===== src/rtl/mac_accumulator_if.sv =====
// Handshake bundle between the Wallace multiplier, the MAC accumulator and
// the result consumer. The master drives commands and products; the slave is the accumulator.
interface mac_accumulator_if #(
  parameter int WIDTH = 32,
  parameter int LEN_W = 8
);
  logic             start;
  logic [LEN_W-1:0] len;
  logic             in_valid;
  logic             in_ready;
  logic [WIDTH-1:0] product;
  logic             out_valid;
  logic             out_ready;
  logic [WIDTH-1:0] result;
  logic             overflow;
  logic             busy;

  modport master (
    output start, len, in_valid, product, out_ready,
    input  in_ready, out_valid, result, overflow, busy
  );

  modport slave (
    input  start, len, in_valid, product, out_ready,
    output in_ready, out_valid, result, overflow, busy
  );
endinterface


===== src/rtl/mac_accumulator.sv =====
// Accumulation stage of the Wallace MAC: sums len unsigned products through a
// Brent-Kung prefix adder and returns the result with a sticky carry-out flag.
module mac_accumulator #(
  parameter int WIDTH = 32,
  parameter int LEN_W = 8
) (
  input  logic              clk,
  input  logic              rst,
  mac_accumulator_if.slave  bus
);

  typedef enum logic [1:0] {
    S_IDLE  = 2'd0,
    S_ACCUM = 2'd1,
    S_DONE  = 2'd2
  } state_t;

  function automatic int top_pow2(input int n);
    int t;
    t = 1;
    while (t * 2 < n) t = t * 2;
    return t;
  endfunction

  localparam int BK_TOP = top_pow2(WIDTH);

  // Brent-Kung prefix: up-sweep builds group carries at 2^k-1, down-sweep fills the gaps.
  function automatic logic [WIDTH:0] bk_add(input logic [WIDTH-1:0] a,
                                            input logic [WIDTH-1:0] b,
                                            input logic             cin);
    logic [WIDTH-1:0] g;
    logic [WIDTH-1:0] p;
    logic [WIDTH-1:0] p0;
    g    = a & b;
    p    = a ^ b;
    p0   = p;
    g[0] = g[0] | (p[0] & cin);
    for (int d = 1; d < WIDTH; d = d * 2) begin
      for (int i = 2 * d - 1; i < WIDTH; i = i + 2 * d) begin
        g[i] = g[i] | (p[i] & g[i-d]);
        p[i] = p[i] & p[i-d];
      end
    end
    for (int d = BK_TOP; d > 0; d = d / 2) begin
      for (int i = 3 * d - 1; i < WIDTH; i = i + 2 * d) begin
        g[i] = g[i] | (p[i] & g[i-d]);
        p[i] = p[i] & p[i-d];
      end
    end
    return {g[WIDTH-1], p0 ^ {g[WIDTH-2:0], cin}};
  endfunction

  state_t           r_state;
  logic [WIDTH-1:0] r_acc;
  logic [LEN_W-1:0] r_count;
  logic             r_ovf;

  logic             w_accept;
  logic [WIDTH:0]   w_sum;

  assign w_accept = bus.in_valid && (r_state == S_ACCUM);

  always_comb begin
    w_sum = bk_add(r_acc, bus.product, 1'b0);
  end

  // NOTE: every state register uses <= so all updates see pre-edge values.
  always_ff @(posedge clk) begin
    if (rst) begin
      r_state <= S_IDLE;
      r_acc   <= '0;
      r_count <= '0;
      r_ovf   <= 1'b0;
    end else begin
      case (r_state)
        S_IDLE: begin
          if (bus.start) begin
            r_acc   <= '0;
            r_ovf   <= 1'b0;
            r_count <= bus.len;
            r_state <= (bus.len == '0) ? S_DONE : S_ACCUM;
          end
        end
        S_ACCUM: begin
          if (w_accept) begin
            r_acc   <= w_sum[WIDTH-1:0];
            r_ovf   <= r_ovf | w_sum[WIDTH];
            r_count <= r_count - LEN_W'(1);
            if (r_count == LEN_W'(1)) r_state <= S_DONE;
          end
        end
        S_DONE: begin
          if (bus.out_ready) r_state <= S_IDLE;
        end
        default: r_state <= S_IDLE;
      endcase
    end
  end

  assign bus.in_ready  = (r_state == S_ACCUM);
  assign bus.out_valid = (r_state == S_DONE);
  assign bus.busy      = (r_state == S_ACCUM) || (r_state == S_DONE);
  assign bus.result    = r_acc;
  assign bus.overflow  = r_ovf;

endmodule


===== src/flat_wrapper.sv =====
// flat-port wrapper written by rule: the top's interface ports become plain ports
module mac_accumulator_flat 
#(
  parameter int WIDTH = 32,
  parameter int LEN_W = 8
)
  (clk, rst, bus_start, bus_len, bus_in_valid, bus_product, bus_out_ready, bus_in_ready, bus_out_valid, bus_result, bus_overflow, bus_busy);
  mac_accumulator_if #(.WIDTH(WIDTH), .LEN_W(LEN_W)) bus_i ();
  input  logic clk;
  input  logic rst;
  input wire logic [$bits(bus_i.start)-1:0] bus_start;
  input wire logic [$bits(bus_i.len)-1:0] bus_len;
  input wire logic [$bits(bus_i.in_valid)-1:0] bus_in_valid;
  input wire logic [$bits(bus_i.product)-1:0] bus_product;
  input wire logic [$bits(bus_i.out_ready)-1:0] bus_out_ready;
  output wire logic [$bits(bus_i.in_ready)-1:0] bus_in_ready;
  output wire logic [$bits(bus_i.out_valid)-1:0] bus_out_valid;
  output wire logic [$bits(bus_i.result)-1:0] bus_result;
  output wire logic [$bits(bus_i.overflow)-1:0] bus_overflow;
  output wire logic [$bits(bus_i.busy)-1:0] bus_busy;
  assign bus_i.start = bus_start;
  assign bus_i.len = bus_len;
  assign bus_i.in_valid = bus_in_valid;
  assign bus_i.product = bus_product;
  assign bus_i.out_ready = bus_out_ready;
  assign bus_in_ready = bus_i.in_ready;
  assign bus_out_valid = bus_i.out_valid;
  assign bus_result = bus_i.result;
  assign bus_overflow = bus_i.overflow;
  assign bus_busy = bus_i.busy;
  mac_accumulator #(.WIDTH(WIDTH), .LEN_W(LEN_W)) u_core (.clk(clk), .rst(rst), .bus(bus_i));
endmodule

===== config.mk =====
export PLATFORM = sky130hd
export DESIGN_NAME = mac_accumulator_flat
export DESIGN_NICKNAME = d
export VERILOG_FILES = /design/src/rtl/mac_accumulator_if.sv /design/src/rtl/mac_accumulator.sv /design/src/flat_wrapper.sv
export SDC_FILE = /design/constraint.sdc
export NUM_CORES = 1
export LEC_CHECK = 0
export ABC_AREA = 1
export ABC_CLOCK_PERIOD_IN_PS = 2700
export CORE_MARGIN = 4
export CORE_UTILIZATION = 50
export CTS_BUF_LIST = sky130_fd_sc_hd__clkbuf_16
export DETAILED_ROUTE_END_ITERATION = 12
export GPL_TIMING_DRIVEN = 0
export PLACE_DENSITY = 0.82
export SYNTH_ARGS = -nofsm -noshare
export SYNTH_HDL_FRONTEND = slang
export SYNTH_SLANG_ARGS = --single-unit

===== constraint.sdc =====
create_clock -name clk -period 2.7 [get_ports clk]
set_input_delay 0.27 -clock clk [delete_from_list [all_inputs] [get_ports clk]]
set_output_delay 0.27 -clock clk [all_outputs]
set_load 0.05 [all_outputs]

power_grid.png
Bar = 20 um. Pins as bars on the die edge.
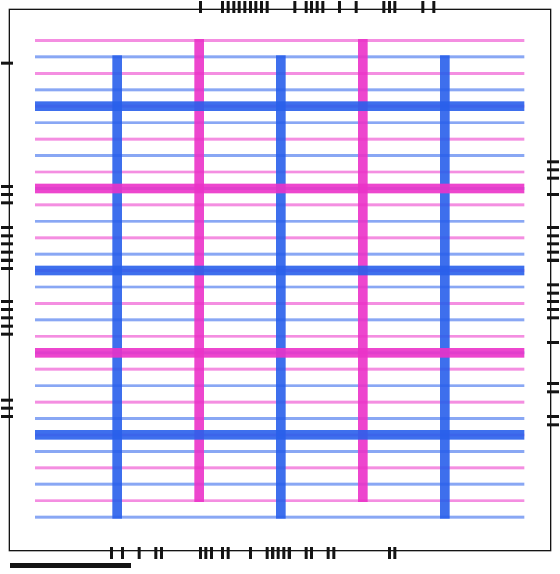
legend:
  blue:
    net: VSS
  magenta:
    net: VDD
rows: 29
met4 straps: 5

placement_by_type.png
Bar = 20 um.
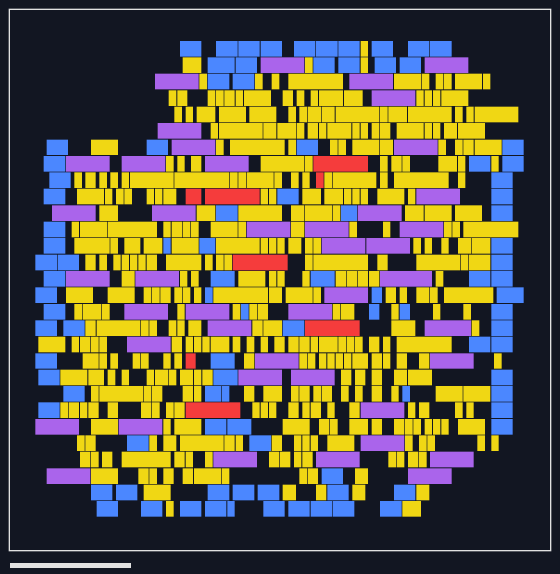
legend:
  blue:
    class: remaining buffers and delay cells
    cells: 96
    share_of_their_area: 20%
  red:
    class: clock drivers and dummy loads
    cells: 8
    share_of_their_area: 3.2%
  yellow:
    class: combinational and other logic
    cells: 392
    share_of_their_area: 57%
  purple:
    class: sequential cells
    cells: 43
    share_of_their_area: 19%

clk_routes.png
Bar = 20 um.
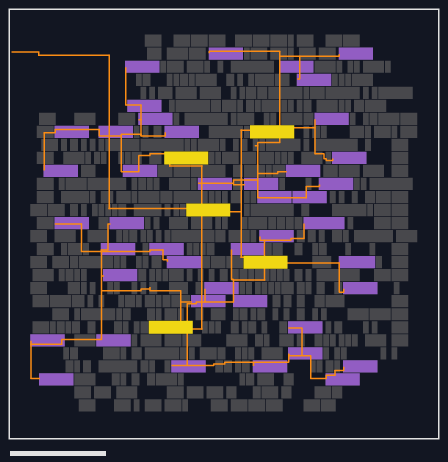
legend:
  purple:
    item: flip-flops
    count: 43
  yellow:
    item: clock drivers
    count: 5
  orange:
    item: clock wires
    length: 630 um
routed clock nets: 6

==> impl_summary.log <==
[report] implementation figures
INFO  metric setup.worst_path.end_class = flop
INFO  metric postCtsSetupRepairBufs = 2
INFO  metric detailed_place_hpwl = approximately 6.6 mm
INFO  metric global_route.overflow_total = 0
INFO  metric delay_of_the_slowest_critical_path_stage = ~530 ps
INFO  metric fp-row-count = 29
INFO  metric tightestPinTransition = ~600 ps
INFO  metric critical_path_required = approximately 2900 ps
INFO  metric h_tree_level_count = 2
INFO  metric max_clock_freq = 390 MHz
INFO  metric crit_buf_inv = 2
INFO  metric comb_area_share = approximately half
INFO  metric fp.dieW = 89.4 um
INFO  metric rr_endpoint = u_core.bus.result[22]
INFO  metric cts_max_path_buffers = 2
INFO  metric setup.worst_path.end = u_core.bus.result[23]
INFO  metric warnings = 29
INFO  metric post-place-ws = -508 ps
INFO  metric wl_per_cell = around 15 um
INFO  metric placedInstanceArea = roughly 4200 um2
INFO  metric setup-violations-final = 0
INFO  metric finClkSkew = approximately 10 ps
INFO  metric layout.sequential_cells = around 43
INFO  metric post_synth.cell_area_avg = roughly 7.4 um2
INFO  metric final_cell_count_no_fill = 616
INFO  metric timing.setup.tns = 0 ps
INFO  metric routed_wl = a little over 9 mm
INFO  metric num-multi-input-gates = between 300 and 400
INFO  metric grt_start_max_net_pins = 14
INFO  metric peakVddDrop = between 0.9 and 1 mV
INFO  metric grt_pass1_wl = 14.2 mm
INFO  metric p_sw_share = 49.3%
INFO  metric cts.reportedPaths.clkPinSlew = roughly 70 ps
INFO  metric timing.max_slew.rel_slack = roughly 60%
INFO  metric power.sequential.total = 0.958 mW
INFO  metric number_of_antenna_violations_at_the_first_check_in_global_routing = 0
INFO  metric design_area = about 4600 um2
INFO  metric core_region_area = between 6000 and 7000 um2
INFO  metric floorplan.core_util = between 50% and 60%
INFO  metric seqCellArea = 866 um2
INFO  metric top_cell_family_by_delay_on_the_critical_path = buffers and inverters
INFO  metric drt_first_iter_violations = 231
INFO  metric critical_path_cell_count = 16
INFO  metric synth-warning-count = 0
INFO  metric postLayoutCoreUtil = a little under three quarters
INFO  metric io_pins = about 80
INFO  metric yosys_area = around 3300 um2
INFO  metric die_y = between 80 and 90 um
INFO  metric synth_seq_share = about a quarter
INFO  metric min-delay-path-class = primary input to flop
INFO  metric critical-path-slowest-cell = sky130_fd_sc_hd__clkdlybuf4s50_1
INFO  metric floorplan.tapcells = about 77
INFO  metric cts_hold_repair_buffers = 0
INFO  metric outcome = completed
INFO  metric slew_violations = 0
INFO  metric fin_crit_sh = between 90% and 100%
INFO  metric hold_viol_final = 0
INFO  metric master_cell_of_the_clock_root_buffer = sky130_fd_sc_hd__clkbuf_16
INFO  metric place.gp.congestion = roughly 0.85
INFO  metric numPlacedInstances = ~600
INFO  metric nNetsFinal = roughly 640
INFO  metric area_share_clock_buf_inv = around 3.1%
INFO  metric setup.worst_path.class = primary input to flop
INFO  metric clock_power_share = approximately 14%
[Yosys cell counts, drive strengths merged]
library cell and number:
nand2 88, inv 73, nor2 59, a21oi 45, dfxtp 43, ha 36
o21ai 19, fa 16, o22ai 12, nand3 11, buf 8, xor2 7
xnor2 6, a31oi 5, clkbuf 5, clkinv 2, nor4 2, o21bai 2
a21boi 1, a21o 1, a41oi 1, and2 1, nand4 1, nor3 1
o211ai 1, o221ai 1, or2 1
[logic make-up (layout without fill, tap and decap cells)]
family	after synthesis	in the layout	synth area share, %
simple gates	164	164	20.0
compound gates	88	88	16.2
buf+inv	88	179	11.1
fa+ha+maj	52	52	23.3
flops	43	43	26.0
xor+xnor	13	13	3.44
[per-layer routing]
metal / vias to the layer above / GRT usage, % / routed length [um]
li1: 1611 / - / -
met1: 1531 / 27.8 / 3740
met2: 122 / 40.2 / 4630
met3: 18 / 3.50 / 537
met4: 0 / 9.47 / 201
met5: - / 0 / 0
[cell usage in the layout (no fill, tap or decap), types with 10 or more instances in the layout]
| master | count |
|---|---|
| sky130_fd_sc_hd__clkdlybuf4s50_1 | 77 |
| sky130_fd_sc_hd__nand2_1 | 76 |
| sky130_fd_sc_hd__inv_1 | 70 |
| sky130_fd_sc_hd__nor2_1 | 59 |
| sky130_fd_sc_hd__dfxtp_1 | 41 |
| sky130_fd_sc_hd__a21oi_1 | 40 |
| sky130_fd_sc_hd__ha_1 | 28 |
| sky130_fd_sc_hd__o21ai_0 | 16 |
| sky130_fd_sc_hd__fa_1 | 13 |
| sky130_fd_sc_hd__nand3_1 | 10 |
[state kept, by name, summed over array words and instances (netlist names)]
name	flops
u_core.r_state	2
u_core.r_count	8
u_core.bus.result	32
u_core.bus.overflow	1
Power figures rest on the tool's default switching activity, not on a simulated workload.
